`config.mk`:
```
export PLATFORM = sky130hd
export DESIGN_NAME = jts16_mapgen
export DESIGN_NICKNAME = d
export VERILOG_FILES = /design/src/rtl/jts16_mapgen_pkg.sv /design/src/rtl/jts16_mapgen_master.sv /design/src/rtl/jts16_mapgen.sv
export SDC_FILE = /design/constraint.sdc
export NUM_CORES = 1
export LEC_CHECK = 0
export ABC_CLOCK_PERIOD_IN_PS = 11300
export CORE_MARGIN = 4
export CORE_UTILIZATION = 47
export CTS_CLUSTER_SIZE = 10
export DETAILED_ROUTE_END_ITERATION = 16
export PLACE_DENSITY = 0.69
export SLEW_MARGIN = 20
export SYNTH_ARGS = -nofsm -noshare
export SYNTH_HDL_FRONTEND = slang
export SYNTH_SLANG_ARGS = --single-unit
```
`constraint.sdc`:
```
create_clock -name clk -period 11.3 [get_ports clk]
set_clock_uncertainty 0.15 [all_clocks]
set_input_delay 2.26 -clock clk [delete_from_list [all_inputs] [get_ports clk]]
set_output_delay 2.26 -clock clk [all_outputs]
set_load 0.02 [all_outputs]
```
`src/rtl/jts16_mapgen_pkg.sv`:
```
// Shared definitions for the jts16_mapgen address mapper.
//   - master FSM state encoding
//   - master command codes
//   - register offsets of the master block, relative to M = 2*NREG
//   - size_mask(): region size code to 8-bit compare mask
package jts16_mapgen_pkg;

  typedef enum logic [1:0] {
    ST_IDLE = 2'd0,
    ST_REQ  = 2'd1,
    ST_CYC  = 2'd2,
    ST_DONE = 2'd3
  } mst_state_t;

  localparam logic [1:0] CMD_WR = 2'b01;
  localparam logic [1:0] CMD_RD = 2'b10;

  localparam logic [2:0] OFS_DHI  = 3'd0;
  localparam logic [2:0] OFS_DLO  = 3'd1;
  localparam logic [2:0] OFS_AHI  = 3'd2;
  localparam logic [2:0] OFS_AMID = 3'd3;
  localparam logic [2:0] OFS_ALO  = 3'd4;
  localparam logic [2:0] OFS_CMD  = 3'd5;
  localparam logic [2:0] OFS_STAT = 3'd6;

  // Larger size codes ignore more low bits of the top address byte.
  function automatic logic [7:0] size_mask(input logic [1:0] code);
    case (code)
      2'd0:    return 8'hFF;
      2'd1:    return 8'hFE;
      2'd2:    return 8'hF8;
      default: return 8'hE0;
    endcase
  endfunction

endpackage

```
`src/rtl/jts16_mapgen_master.sv`:
```
// Bus-master engine: performs one 16-bit read or write per command.
// Ports:
//   clk, rstn             clock, asynchronous active-low reset
//   i_we, i_sel, i_din    register write strobe, master register offset, data
//   i_gnt, i_rdata, i_ack bus grant, read data, acknowledge
//   o_req, o_asn, o_rnw   bus request, address strobe (low active), direction
//   o_wdata, o_addr       write data and address presented to the bus
//   o_dhi..o_alo          data/address registers for read-back
//   o_busy, o_err         engine not idle, sticky timeout flag
module jts16_mapgen_master
  import jts16_mapgen_pkg::*;
#(
  parameter int AW   = 23,
  parameter int TOUT = 255
) (
  input  logic        clk,
  input  logic        rstn,
  input  logic        i_we,
  input  logic [2:0]  i_sel,
  input  logic [7:0]  i_din,
  input  logic        i_gnt,
  input  logic [15:0] i_rdata,
  input  logic        i_ack,
  output logic        o_req,
  output logic        o_asn,
  output logic        o_rnw,
  output logic [15:0] o_wdata,
  output logic [AW:1] o_addr,
  output logic [7:0]  o_dhi,
  output logic [7:0]  o_dlo,
  output logic [7:0]  o_ahi,
  output logic [7:0]  o_amid,
  output logic [7:0]  o_alo,
  output logic        o_busy,
  output logic        o_err
);

  localparam int TW = $clog2(TOUT + 1);
  // Last count value before the timeout fires; the counter never passes it.
  localparam logic [TW-1:0] TLAST = TW'(TOUT - 1);

  mst_state_t    r_state;
  logic [TW-1:0] r_tcnt;
  logic [7:0]    r_dhi, r_dlo, r_ahi, r_amid, r_alo;
  logic          r_req, r_asn, r_rnw, r_err;
  logic          w_cmd_ok;

  assign w_cmd_ok = i_we && (i_sel == OFS_CMD) && (i_din[1:0] == CMD_WR || i_din[1:0] == CMD_RD);

  always_ff @(posedge clk or negedge rstn) begin
    if (!rstn) begin
      r_state <= ST_IDLE;
      r_tcnt  <= '0;
      r_dhi   <= '0;
      r_dlo   <= '0;
      r_ahi   <= '0;
      r_amid  <= '0;
      r_alo   <= '0;
      r_req   <= 1'b0;
      r_asn   <= 1'b1;
      r_rnw   <= 1'b1;
      r_err   <= 1'b0;
    end else begin
      if (i_we) begin
        case (i_sel)
          OFS_DHI:  r_dhi  <= i_din;
          OFS_DLO:  r_dlo  <= i_din;
          OFS_AHI:  r_ahi  <= i_din;
          OFS_AMID: r_amid <= i_din;
          OFS_ALO:  r_alo  <= i_din;
          default: ;
        endcase
      end
      case (r_state)
        ST_IDLE: begin
          if (w_cmd_ok) begin
            r_state <= ST_REQ;
            r_req   <= 1'b1;
            r_err   <= 1'b0;
            r_rnw   <= (i_din[1:0] == CMD_RD);
          end
        end
        ST_REQ: begin
          if (i_gnt) begin
            r_state <= ST_CYC;
            r_asn   <= 1'b0;
            r_tcnt  <= '0;
          end
        end
        ST_CYC: begin
          if (i_ack) begin
            r_state <= ST_DONE;
            r_asn   <= 1'b1;
            r_req   <= 1'b0;
            // Bus data wins over a same-cycle register write.
            if (r_rnw) {r_dhi, r_dlo} <= i_rdata;
          end else if (r_tcnt == TLAST) begin
            r_state <= ST_DONE;
            r_asn   <= 1'b1;
            r_req   <= 1'b0;
            r_err   <= 1'b1;
          end else begin
            r_tcnt <= r_tcnt + 1'b1;
          end
        end
        ST_DONE: begin
          r_state <= ST_IDLE;
          r_rnw   <= 1'b1;
        end
        default: r_state <= ST_IDLE;
      endcase
    end
  end

  assign o_req   = r_req;
  assign o_asn   = r_asn;
  assign o_rnw   = r_rnw;
  assign o_wdata = {r_dhi, r_dlo};
  assign o_addr  = AW'({r_ahi, r_amid, r_alo});
  assign o_dhi   = r_dhi;
  assign o_dlo   = r_dlo;
  assign o_ahi   = r_ahi;
  assign o_amid  = r_amid;
  assign o_alo   = r_alo;
  assign o_busy  = (r_state != ST_IDLE);
  assign o_err   = r_err;

endmodule

```
`src/rtl/jts16_mapgen.sv`:
```
// Programmable 68000 address mapper with per-region DTACK waits and a
// single-access bus-master engine.
// Ports:
//   clk, rstn                        clock, asynchronous active-low reset
//   cpu_cen, addr, cpu_asn, cpu_fc   68000 side inputs
//   ext_ack                          acknowledge for external-wait regions
//   cpu_dtackn, active, none         DTACK and region decode outputs
//   reg_we, reg_addr, reg_din        register write port
//   reg_dout                         registered register read data
//   bus_*                            master bus interface, bus_addr shared
//   busy, err                        master status
module jts16_mapgen
  import jts16_mapgen_pkg::*;
#(
  parameter int NREG = 8,
  parameter int AW   = 23,
  parameter int WW   = 2,
  parameter int TOUT = 255,
  localparam int RAW = $clog2(2 * NREG + 8)
) (
  input  logic            clk,
  input  logic            rstn,
  input  logic            cpu_cen,
  input  logic [AW:1]     addr,
  input  logic            cpu_asn,
  input  logic [2:0]      cpu_fc,
  input  logic            ext_ack,
  output logic            cpu_dtackn,
  output logic [NREG-1:0] active,
  output logic            none,
  input  logic            reg_we,
  input  logic [RAW-1:0]  reg_addr,
  input  logic [7:0]      reg_din,
  output logic [7:0]      reg_dout,
  output logic            bus_req,
  input  logic            bus_gnt,
  output logic [AW:1]     bus_addr,
  output logic            bus_asn,
  output logic            bus_rnw,
  output logic [15:0]     bus_din,
  input  logic [15:0]     bus_dout,
  input  logic            bus_ack,
  output logic            busy,
  output logic            err
);

  localparam int M = 2 * NREG;

  logic [7:0]      w_ctrl [NREG];
  logic [7:0]      w_base [NREG];
  logic [NREG-1:0] w_match, w_first;
  logic [7:0]      w_t;
  logic            w_fc7;
  logic [WW-1:0]   w_wait;
  logic [WW-1:0]   r_wcnt;
  logic [RAW-1:0]  w_moff;
  logic            w_mhit;
  logic [7:0]      w_rd;
  logic [7:0]      r_dout;
  logic [AW:1]     w_maddr;
  logic [7:0]      w_dhi, w_dlo, w_ahi, w_amid, w_alo;

  assign w_t   = bus_addr[AW:AW-7];
  assign w_fc7 = (cpu_fc == 3'b111);

  genvar gi;
  generate
    for (gi = 0; gi < NREG; gi++) begin : g_region
      logic [7:0] r_ctrl, r_base;
      always_ff @(posedge clk or negedge rstn) begin
        if (!rstn) begin
          r_ctrl <= '0;
          r_base <= '0;
        end else if (reg_we) begin
          if (reg_addr == RAW'(2 * gi))     r_ctrl <= reg_din;
          if (reg_addr == RAW'(2 * gi + 1)) r_base <= reg_din;
        end
      end
      assign w_ctrl[gi]  = r_ctrl;
      assign w_base[gi]  = r_base;
      assign w_match[gi] = r_ctrl[2+WW] && (((w_t ^ r_base) & size_mask(r_ctrl[1:0])) == 8'h00);
    end
  endgenerate

  // Isolate the lowest set bit: index 0 has the highest priority.
  assign w_first = w_match & (~w_match + NREG'(1));
  assign active  = w_fc7 ? '0 : w_first;
  assign none    = (w_match == '0) && !w_fc7;

  // Wait code of the selected region; no match leaves it at 0.
  always_comb begin
    w_wait = '0;
    for (int r = 0; r < NREG; r++)
      if (w_first[r]) w_wait = w_ctrl[r][2+:WW];
  end

  // Counts cpu_cen pulses since the strobe fell, saturating at all-ones.
  always_ff @(posedge clk or negedge rstn) begin
    if (!rstn)                          r_wcnt <= '0;
    else if (cpu_asn)                   r_wcnt <= '0;
    else if (cpu_cen && r_wcnt != '1)   r_wcnt <= r_wcnt + 1'b1;
  end

  always_comb begin
    cpu_dtackn = 1'b1;
    if (cpu_asn || bus_gnt || w_fc7) cpu_dtackn = 1'b1;
    else if (w_wait == '1)           cpu_dtackn = ~ext_ack;
    else                             cpu_dtackn = !(r_wcnt > w_wait);
  end

  assign w_moff = reg_addr - RAW'(M);
  assign w_mhit = (reg_addr >= RAW'(M)) && (w_moff < RAW'(7));

  jts16_mapgen_master #(
    .AW   (AW),
    .TOUT (TOUT)
  ) u_master (
    .clk     (clk),
    .rstn    (rstn),
    .i_we    (reg_we && w_mhit),
    .i_sel   (w_moff[2:0]),
    .i_din   (reg_din),
    .i_gnt   (bus_gnt),
    .i_rdata (bus_dout),
    .i_ack   (bus_ack),
    .o_req   (bus_req),
    .o_asn   (bus_asn),
    .o_rnw   (bus_rnw),
    .o_wdata (bus_din),
    .o_addr  (w_maddr),
    .o_dhi   (w_dhi),
    .o_dlo   (w_dlo),
    .o_ahi   (w_ahi),
    .o_amid  (w_amid),
    .o_alo   (w_alo),
    .o_busy  (busy),
    .o_err   (err)
  );

  assign bus_addr = bus_gnt ? w_maddr : addr;

  // Register read mux; the command register reads back as 0.
  always_comb begin
    w_rd = '0;
    for (int r = 0; r < NREG; r++) begin
      if (reg_addr == RAW'(2 * r))     w_rd = w_ctrl[r];
      if (reg_addr == RAW'(2 * r + 1)) w_rd = w_base[r];
    end
    if (w_mhit) begin
      case (w_moff[2:0])
        OFS_DHI:  w_rd = w_dhi;
        OFS_DLO:  w_rd = w_dlo;
        OFS_AHI:  w_rd = w_ahi;
        OFS_AMID: w_rd = w_amid;
        OFS_ALO:  w_rd = w_alo;
        OFS_STAT: w_rd = {5'd0, bus_gnt, err, busy};
        default:  w_rd = 8'h00;
      endcase
    end
  end

  always_ff @(posedge clk or negedge rstn) begin
    if (!rstn) r_dout <= '0;
    else       r_dout <= w_rd;
  end

  assign reg_dout = r_dout;

endmodule

```
==> impl_metrics.py <==
# Generated from Yosys and OpenROAD reports
metrics = {
    "clocking": {
        "cts-root-buf": "clkbuf_16",
        "clkTransAtPathRegs_ns": 0.07,
        "htreeDepth": 4,
    },
    "yosys": {
        "synth_top_area_share": 0.451,
        "synth-main-ff-cell": "dfrtp_1",
        "syn_area_mm2": 0.0105,
        "ys_async_sr_fraction": 1.00,
    },
    "floorplan": {
        "die_height_um": 158,
        "die_w_um": 158,
    },
    "finish": {
        "drive_gt1_frac": 0.196,
        "area_growth_pct": 19.3,
        "n_fill_cell": 1862,
    },
    "critical_path": {
        "worst-path-buf-inv": 3,
        "r2r-start": "u_master.r_state[0]$_DFFE_PN0P_",
        "r2r-end": "u_master.r_tcnt[4]$_DFFE_PN0P_",
        "crit_path_start_kind": "input port",
        "worstPathCellList": "buf_2, mux2i_4, xnor2_1, o41ai_2, o2111ai_1, mux2i_1, mux2i_1, a32oi_1, inv_1, ha_1, a21oi_1, a221oi_2, o21ai_1, clkdlybuf4s50_1",
        "cp_slowest_cell": "buf_2",
        "cp_top_family": "AND-OR/OR-AND gates",
        "path_depth": 14,
        "crit_path_frequent_cell": "mux2i_1",
        "slowest_delay_ns": 0.72,
    },
    "final_timing": {
        "finalSetupViolations": 0,
        "hold_viol": 0,
        "setup_ws_ns": 2.22,
        "finalMaxSlewViolations": 0,
        "setup_tns_ns": 0,
    },
    "run_status": {
        "outcome": "complete, no violations",
    },
    "place": {
        "place_area_mm2": 0.0120,
        "place_inst": 1339,
        "place_congestion": 0.931,
        "place_hpwl_um": 22600,
    },
    "power": {
        "power_density_mw_per_mm2": 180,
        "p_comb_frac": 0.295,
        "sequentialPowerShare": 0.438,
        "swShare": 0.347,
        "power_leakage_nw": 5.60,
    },
    "global_route": {
        "antenna_found_initial": 0,
    },
    "routing": {
        "via_per_inst": 6.07,
    },
}
## state kept, by name, indices dropped and copies added, names as in the netlist, 2 cells and up
name              cells
g_region.r_ctrl      64
reg_dout              8
u_master.o_alo        8
u_master.o_amid       8
u_master.o_dlo        8
g_region.r_base      64
u_master.r_state      2
u_master.o_dhi        8
u_master.r_tcnt       8
u_master.o_ahi        8
r_wcnt                2
## worst min-delay path by stage
stage | start | endpoint | cells after the start
finish | g_region[4].r_ctrl[0]$_DFFE_PN0P_ | g_region[4].r_ctrl[0]$_DFFE_PN0P_ | 2
global route | g_region[0].r_ctrl[5]$_DFFE_PN0P_ | g_region[0].r_ctrl[5]$_DFFE_PN0P_ | 1
CTS | g_region[4].r_ctrl[0]$_DFFE_PN0P_ | g_region[4].r_ctrl[0]$_DFFE_PN0P_ | 2
detailed placement | g_region[4].r_ctrl[0]$_DFFE_PN0P_ | g_region[4].r_ctrl[0]$_DFFE_PN0P_ | 2
global placement | g_region[4].r_ctrl[0]$_DFFE_PN0P_ | g_region[4].r_ctrl[0]$_DFFE_PN0P_ | 2
floorplan | g_region[4].r_ctrl[0]$_DFFE_PN0P_ | g_region[4].r_ctrl[0]$_DFFE_PN0P_ | 2
## area by class of cell
cell class,count,share of cell area
clock buffers,19,0.0344
well taps,280,0.0278
repair buffers,129,0.101
multi-input cells,701,0.431
clock inverters,13,0.0121
inverters,37,0.0110
flip-flops and latches,192,0.382
## synth_stat cells (9+ instances only)
cell type,n
a21oi_1,25
a22o_1,9
a22oi_1,26
clkbuf_1,35
dfrtp_1,190
ha_1,10
inv_1,37
mux2_2,153
mux2i_1,31
nand2_1,92
nand3_1,14
nand4_1,14
nor2_1,57
nor2b_1,11
nor3_1,12
o211ai_1,11
o21ai_0,60
o22ai_1,10
xor2_1,58
## worst min-delay path: cells and delay by family, from the launching register on
kind | cells | cell delay [ns]
AOI/OAI and AO/OA | 1 | 0.06
and+or+nand+nor | 1 | 0.05
DFF | 1 | 0.36
## routing by layer
| metal | track usage | vias to the layer above | share of wire |
|---|---|---|---|
| li1 | - | 3749 | - |
| met4 | 0.0934 | 0 | 0.032 |
| met5 | 0 | - | 0 |
| met2 | 0.422 | 302 | 0.47 |
| met1 | 0.366 | 4202 | 0.43 |
| met3 | 0.0484 | 65 | 0.062 |
## power groups by stage
stage | registers (mW) | logic [mW] | clock network, mW
floorplan | 0.988 | 0.393 | 0
global placement | 0.994 | 0.653 | 0
detailed placement | 0.994 | 0.665 | 0
CTS | 0.984 | 0.668 | 0.609
global route | 1.00 | 0.728 | 0.634
finish | 0.989 | 0.667 | 0.602
## cells by family after synthesis
group           Yosys count  share of synthesized area
flops                   192                      0.456
buf+inv                  79                     0.0295
mux                     199                      0.223
compound gates          197                      0.127
fa+ha+maj                10                     0.0119
simple gates            231                      0.100
xor+xnor                 64                     0.0531
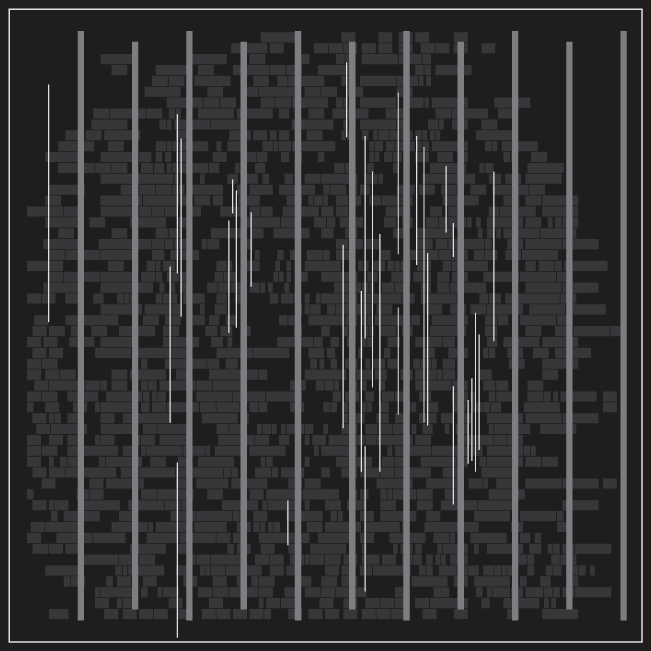
(metal 4)
Scale: 4 px per µm. Supply wires on this layer in grey. Cells faint in the background.
The layer carries 1040 µm of wire. The longest straight run is 68.7 µm. The layer holds 3.2% of the routed length.
Via Count: 8318
Total Routed Length: 32400 µm

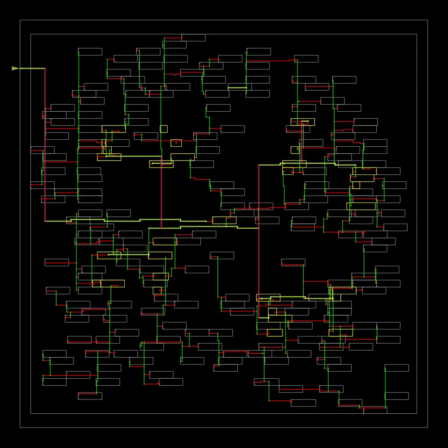
(clock wiring as the flow saved it)
Clock Power: 0.602 mW
CTS sink cnt: 192
clkbuf count: 19

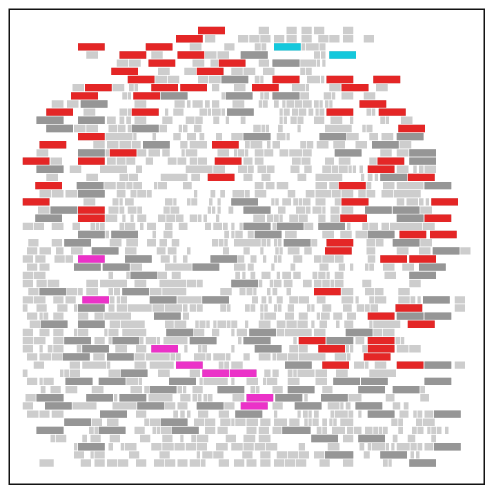
(where the registers sit)
Scale: 3 px per µm. Other sequential cells in the stronger grey, the rest of the logic in the fainter grey.
Cyan shows r_wcnt, sequential cells 2. Red shows g_region.r_ctrl, sequential cells 64. Magenta shows u_master.o_alo, sequential cells 8.
Another 118 sequential cells are not coloured.
Register Area: 0.00481 mm²
Seq area share: 0.382
utilization after layout: 0.573

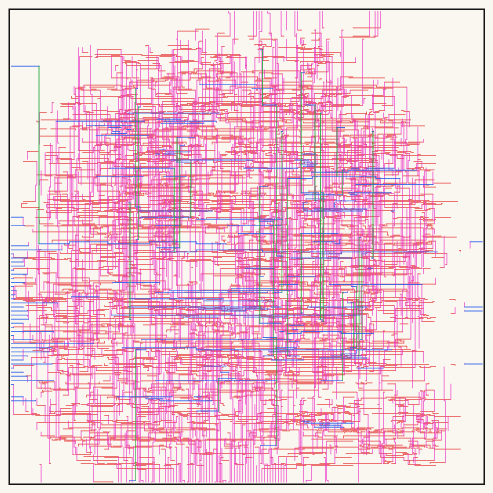
(signal wires by layer)
Scale: 3 px per µm.
Red shows met1, wire length 14100 µm. Magenta shows met2, wire length 15300 µm. Green shows met4, wire length 1040 µm. Blue shows met3, wire length 2000 µm.
total track usage: 0.265
DR WL/cell: 23.6 µm

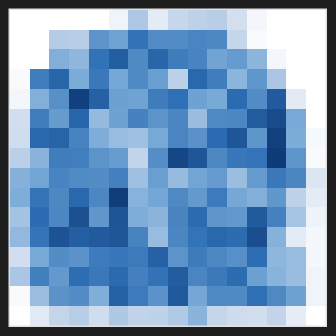
(cell area per tile)
Scale: 2 px per µm. The die is cut into 16 by 16 equal tiles; white is low, dark blue is high, 0 to 100% covered.
The mean over all tiles is 49%. The emptiest ninth of the die: upper right. The fullest tile reaches 95%.

Power figures rest on the tool's default switching activity, not on a simulated workload.
